[src/rtl/jac_pkg.sv]
// jac_pkg -- definitions shared by the fetch stage and the decoder.
//   fetch_state_t : fetch FSM encoding (IDLE/FLUSH/RUN/HALT)
//   NOP_INSTR     : instruction word presented while nothing executes
//   PC_WIDTH      : default program address width
//   Op_*          : opcode constants (instruction[15:12]) decoded downstream
package jac_pkg;

   localparam int PC_WIDTH           = 8;
   localparam int PROGRAM_DATA_WIDTH = 16;

   localparam logic [15:0] NOP_INSTR = 16'h0000;

   typedef enum logic [1:0] {
      IDLE  = 2'd0,
      FLUSH = 2'd1,
      RUN   = 2'd2,
      HALT  = 2'd3
   } fetch_state_t;

   // opcode field lives in the top nibble of the instruction word
   localparam logic [3:0] Op_NOP   = 4'h0;
   localparam logic [3:0] Op_GOTO  = 4'h1;
   localparam logic [3:0] Op_CALL  = 4'h2;
   localparam logic [3:0] Op_RET   = 4'h3;
   localparam logic [3:0] Op_LOAD  = 4'h4;
   localparam logic [3:0] Op_STORE = 4'h5;
   localparam logic [3:0] Op_ADD   = 4'h6;
   localparam logic [3:0] Op_SUB   = 4'h7;

   function automatic logic [3:0] opcode_of(input logic [15:0] instr);
      return instr[15:12];
   endfunction

endpackage

[src/rtl/fetch_unit.sv]
// fetch_unit -- program counter and instruction-fetch stage.
// Drives a synchronous program ROM (1-cycle read latency) and presents one
// instruction per cycle to the decoder. A taken GOTO costs one bubble.
// Ports:
//   clk, rst          clock, synchronous active-high reset
//   run               1 = fetch/execute, 0 = park in IDLE
//   stall             freeze the whole stage (held instruction stays stable)
//   prog_adr/rd_en    ROM read address / enable (rd_en=0 keeps ROM output)
//   prog_data         ROM data, one cycle after the address
//   instruction       prog_data when instr_valid, NOP otherwise
//   instr_valid, pc   instruction executes this cycle, and its address
//   cnt_wr_en         decoder requests jump to literal_adr
//   bp_en, bp_adr,    (JAC_FETCH_BREAKPOINT_EN only) address breakpoint,
//   halted            halted while parked on a breakpoint
// Optional feature macro: JAC_FETCH_BREAKPOINT_EN
module fetch_unit #(
   parameter int PC_WIDTH          = jac_pkg::PC_WIDTH,
   parameter int PROGRAM_DataWidth = jac_pkg::PROGRAM_DATA_WIDTH
) (
   input  logic                         clk,
   input  logic                         rst,
   input  logic                         run,
   input  logic                         stall,
   output logic [PC_WIDTH-1:0]          prog_adr,
   output logic                         prog_rd_en,
   input  logic [PROGRAM_DataWidth-1:0] prog_data,
   output logic [PROGRAM_DataWidth-1:0] instruction,
   output logic                         instr_valid,
   output logic [PC_WIDTH-1:0]          pc,
   input  logic                         cnt_wr_en,
   input  logic [PC_WIDTH-1:0]          literal_adr
`ifdef JAC_FETCH_BREAKPOINT_EN
   ,
   input  logic                         bp_en,
   input  logic [PC_WIDTH-1:0]          bp_adr,
   output logic                         halted
`endif
);
   import jac_pkg::*;

   fetch_state_t        state_q, state_d;
   logic [PC_WIDTH-1:0] fetch_adr_q, fetch_adr_d;
   logic [PC_WIDTH-1:0] pc_q, pc_d;
   logic                valid_q, valid_d;
   logic                rd_en;
   logic                load_req;
   logic                bp_hit;

`ifdef JAC_FETCH_BREAKPOINT_EN
   logic bp_skip_q;

   // bp_skip lets the resume after a breakpoint fetch the matching address once
   always_ff @(posedge clk) begin
      if (rst)
         bp_skip_q <= 1'b0;
      else if (!stall) begin
         if (state_q == HALT && !run)
            bp_skip_q <= 1'b1;
         else if (rd_en)
            bp_skip_q <= 1'b0;
      end
   end

   assign bp_hit = bp_en && (fetch_adr_q == bp_adr) && !bp_skip_q;
   assign halted = (state_q == HALT);
`else
   assign bp_hit = 1'b0;
`endif

   always_comb begin
      state_d     = state_q;
      fetch_adr_d = fetch_adr_q;
      pc_d        = pc_q;
      valid_d     = valid_q;
      rd_en       = 1'b0;
      load_req    = 1'b0;

      if (!stall) begin
         case (state_q)
            IDLE:  load_req = run;
            FLUSH: load_req = 1'b1;   // fetch the jump target
            RUN: begin
               if (cnt_wr_en && valid_q) begin
                  // the sequential address already on prog_adr is dropped
                  fetch_adr_d = literal_adr;
                  valid_d     = 1'b0;
                  if (run)
                     state_d = FLUSH;
                  else begin
                     pc_d    = literal_adr;
                     state_d = IDLE;
                  end
               end else if (!run) begin
                  // current instruction still executes; fetch_adr is the
                  // next unexecuted address, re-read on resume
                  pc_d    = fetch_adr_q;
                  valid_d = 1'b0;
                  state_d = IDLE;
               end else
                  load_req = 1'b1;
            end
`ifdef JAC_FETCH_BREAKPOINT_EN
            HALT: if (!run) state_d = IDLE;
`endif
            default: state_d = IDLE;
         endcase

         if (load_req) begin
            if (bp_hit) begin
               valid_d = 1'b0;
               state_d = HALT;
            end else begin
               pc_d        = fetch_adr_q;
               fetch_adr_d = fetch_adr_q + PC_WIDTH'(1);
               valid_d     = 1'b1;
               state_d     = RUN;
               rd_en       = 1'b1;
            end
         end
      end
   end

   always_ff @(posedge clk) begin
      if (rst) begin
         state_q     <= IDLE;
         fetch_adr_q <= '0;
         pc_q        <= '0;
         valid_q     <= 1'b0;
      end else begin
         state_q     <= state_d;
         fetch_adr_q <= fetch_adr_d;
         pc_q        <= pc_d;
         valid_q     <= valid_d;
      end
   end

   // gated so the ROM is not read while reset is held
   assign prog_rd_en  = rd_en && !rst;
   assign prog_adr    = fetch_adr_q;
   assign pc          = pc_q;
   assign instr_valid = valid_q;
   assign instruction = valid_q ? prog_data : PROGRAM_DataWidth'(NOP_INSTR);

endmodule

[config.mk]
export PLATFORM = sky130hd
export DESIGN_NAME = fetch_unit
export DESIGN_NICKNAME = d
export VERILOG_FILES = /design/src/rtl/jac_pkg.sv /design/src/rtl/fetch_unit.sv
export SDC_FILE = /design/constraint.sdc
export NUM_CORES = 1
export LEC_CHECK = 0
export CORE_ASPECT_RATIO = 0.6
export CORE_MARGIN = 2
export CORE_UTILIZATION = 55
export CTS_BUF_LIST = sky130_fd_sc_hd__clkbuf_4 sky130_fd_sc_hd__clkbuf_8
export CTS_CLUSTER_SIZE = 25
export DETAILED_ROUTE_END_ITERATION = 7
export DONT_BUFFER_PORTS = 1
export PLACE_DENSITY_LB_ADDON = 0.2
export SETUP_SLACK_MARGIN = 0.1
export SKIP_CTS_REPAIR_TIMING = 1
export SLEW_MARGIN = 0
export SYNTH_ARGS = -nofsm -noshare
export SYNTH_HDL_FRONTEND = slang
export SYNTH_SLANG_ARGS = --single-unit
[constraint.sdc]
create_clock -name clk -period 2.6 [get_ports clk]
set_input_delay 0.26 -clock clk [delete_from_list [all_inputs] [get_ports clk]]
set_output_delay 0.26 -clock clk [all_outputs]
set_load 0.05 [all_outputs]
Figure 1. Metal 1.
Supply wires on this layer in grey.
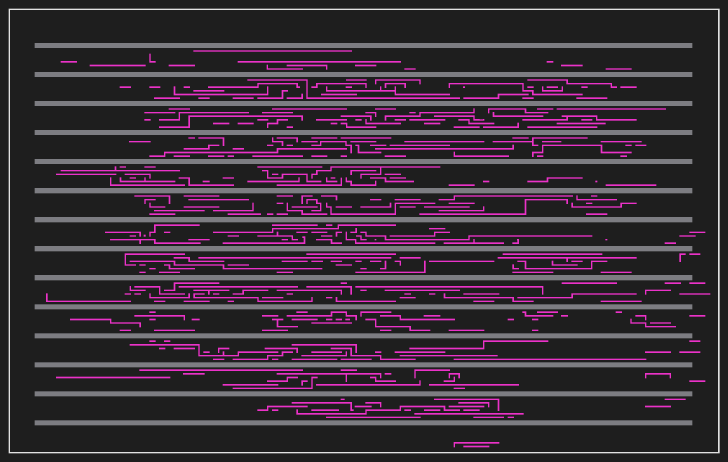
share of all routed wire	40%
nets with wire on the layer	166
met1 GRT Util: 0.351
via count: 1249

Figure 2. Where the registers sit.
Other sequential cells in the stronger grey, the rest of the logic in the fainter grey.
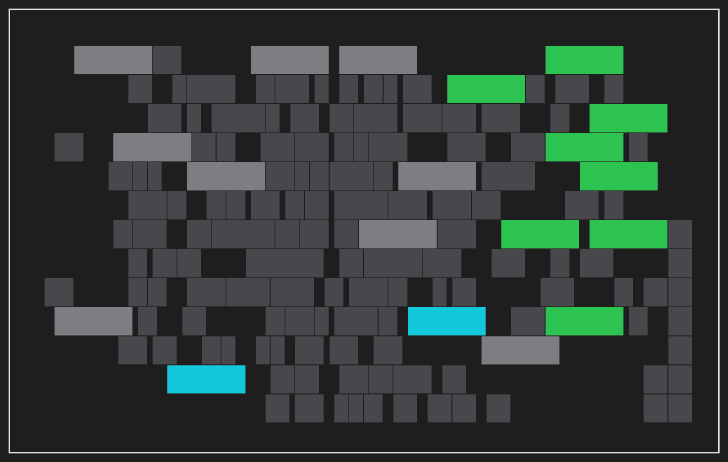
colour	signal	flops
green	pc	8
cyan	state_q	2
not coloured	9

Figure 3. Selected gate families.
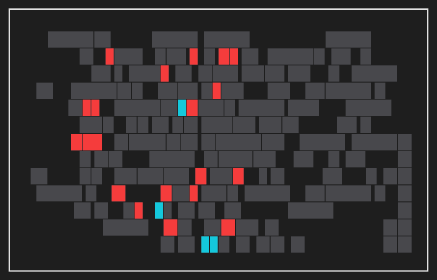
colour	family	cells	most used
red	nand cells	19	nand2_1
cyan	inv cells	4	inv_1
Finished Layout Cells: 181
logic share of the area: 0.595
most frequent logic cell in the layout: dfxtp_1

Figure 4. Clock routing.
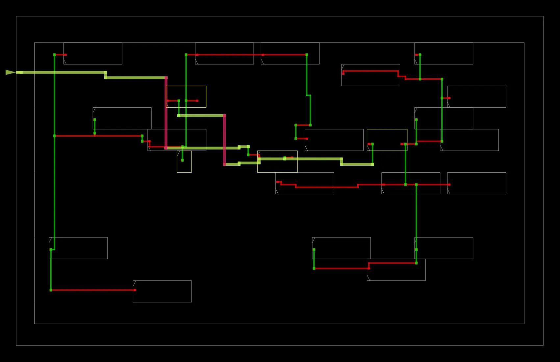
clock network power: 0.213 mW
Setup Skew: 0.00259 ns
seq_cells: 19
clk ins delay skew pair: 0.26 ns

==> layer usage <==
metal  GRT usage  part of all wire  up-vias
met2       0.424              0.45       98
met5           0                 0        -
met1       0.351              0.40      573
met4      0.0327             0.013        0
li1            -                 -      568
met3       0.100              0.13       10
==> worst max-delay path: cells and delay by family, from the launching register on <==
family,cells,cell delay (ns)
AND/OR/NAND/NOR,3,0.69
buffers and inverters,1,0.20
flip-flops,1,0.62
==> metrics by stage <==
stage	util	cell area, um2	hold slack (ns)	setup WS (ns)	power [mW]
2_1_floorplan	-	1280	0.407	0.352	0.523
3_3_place_gp	0.598	1300	0.334	0.760	0.542
3_5_place_dp	0.598	1300	0.336	0.624	0.546
4_1_cts	0.619	1350	0.0544	0.572	0.757
5_1_grt	0.619	1350	0.0435	0.425	0.789
6_report	0.619	1350	0.0599	0.566	0.754
==> qor.csv <==
stage;metric;value;unit
setup_path;slowest_stage;dfxtp_1;
place;dpl.hpwl;2630;um
floorplan;die_width;66.3;um
setup_path;critPathMaxStageDelay;0.62;ns
synth;topCombFamilyByArea;AND-OR/OR-AND gates;
synth;yosysChipArea;0.00128;mm2
clock_tree;tritoncts;built;
job;warnings;26;
clock_tree;worst_setup_hold_path_clk_slew;0.07;ns
place;gp_congestion;0.870;
job;cap_violations;0;
outcome;status;complete, no violations;
power;comb-power;0.174;mW
min_path;hold_path_end;pc[0]$_SDFFE_PP0P_;
setup_path;crit_arrival;1.77;ns
cells_and_area;drive_gt1_frac;0.166;
synth;top_cell_area_share;0.297;
synth;syn_nets;180;
cells_and_area;syn_to_final_growth;5.27;%
cells_and_area;largest_cell_class;multi-input combinational cells;
clock_tree;cts_made_buffers;3;
cells_and_area;nNonClkBuffers;9;
power;power_density;558;mW/mm2
grt;grt_pass1_wl;5590;um
cells_and_area;layout_top_cells;19 x dfxtp_1, 17 x and2_1, 16 x a21oi_1;
power;pwr-share-comb;0.231;
setup_path;ff2ff_path_depth;4;
route;drt_wl_total;3630;um
power;power.group.top;registers;
setup_path;required;2.34;ns
setup_path;r2r-start;instr_valid$_SDFFE_PP0P_;
timing;tns;0;ns
cells_and_area;n_fill_cell;184;
route;first_iter_violations;63;
synth;avgSynthCellArea;8.55;um2
power;sequentialPower;0.367;mW
floorplan;std_cell_rows;13;
cells_and_area;layout.area.seq;380;um2
power;switchingPower;0.287;mW
grt;grt_max_degree;22;
grt;grt_pass1_vias;1055;
setup_path;crit_path_start_kind;flop;
power;swShare;0.381;
route;wl_per_cell;20.0;um
setup_path;crit_chain;nand3_1 > nand3_1 > nor3_1 > buf_4;
synth;flop_cell;dfxtp_1;
setup_path;crit_top_cell;nand3_1;
place;io_buffers;0;
floorplan;chip_area;0.00275;mm2
synth;simple_gate_area_frac;0.253;
clock_tree;cts_sinks;19;
synth;yosys.cell_types.count;44;
timing;rsz0062_at_grt;no;
setup_path;end_kind;output pin;
cells_and_area;sh_seq_area;0.282;
grt;gr-usage-all-layers;0.265;
synth;edf_count;0;
route;ant_nets;0;
cells_and_area;comb.multi_input.count;115;
clock_tree;cts_root_buf;clkbuf_8;
clock_tree;h-tree-depth;1;
setup_path;r2r_end;prog_adr[0]$_SDFFE_PP0P_;
synth;fa_ha_area_frac;0.00976;
synth;yosys_warnings;0;
synth;postSynthCellCount;150;
synth;yosys-stat-cells;150;
cells_and_area;insertedDiodeCount;0;
Power figures rest on the tool's default switching activity, not on a simulated workload.
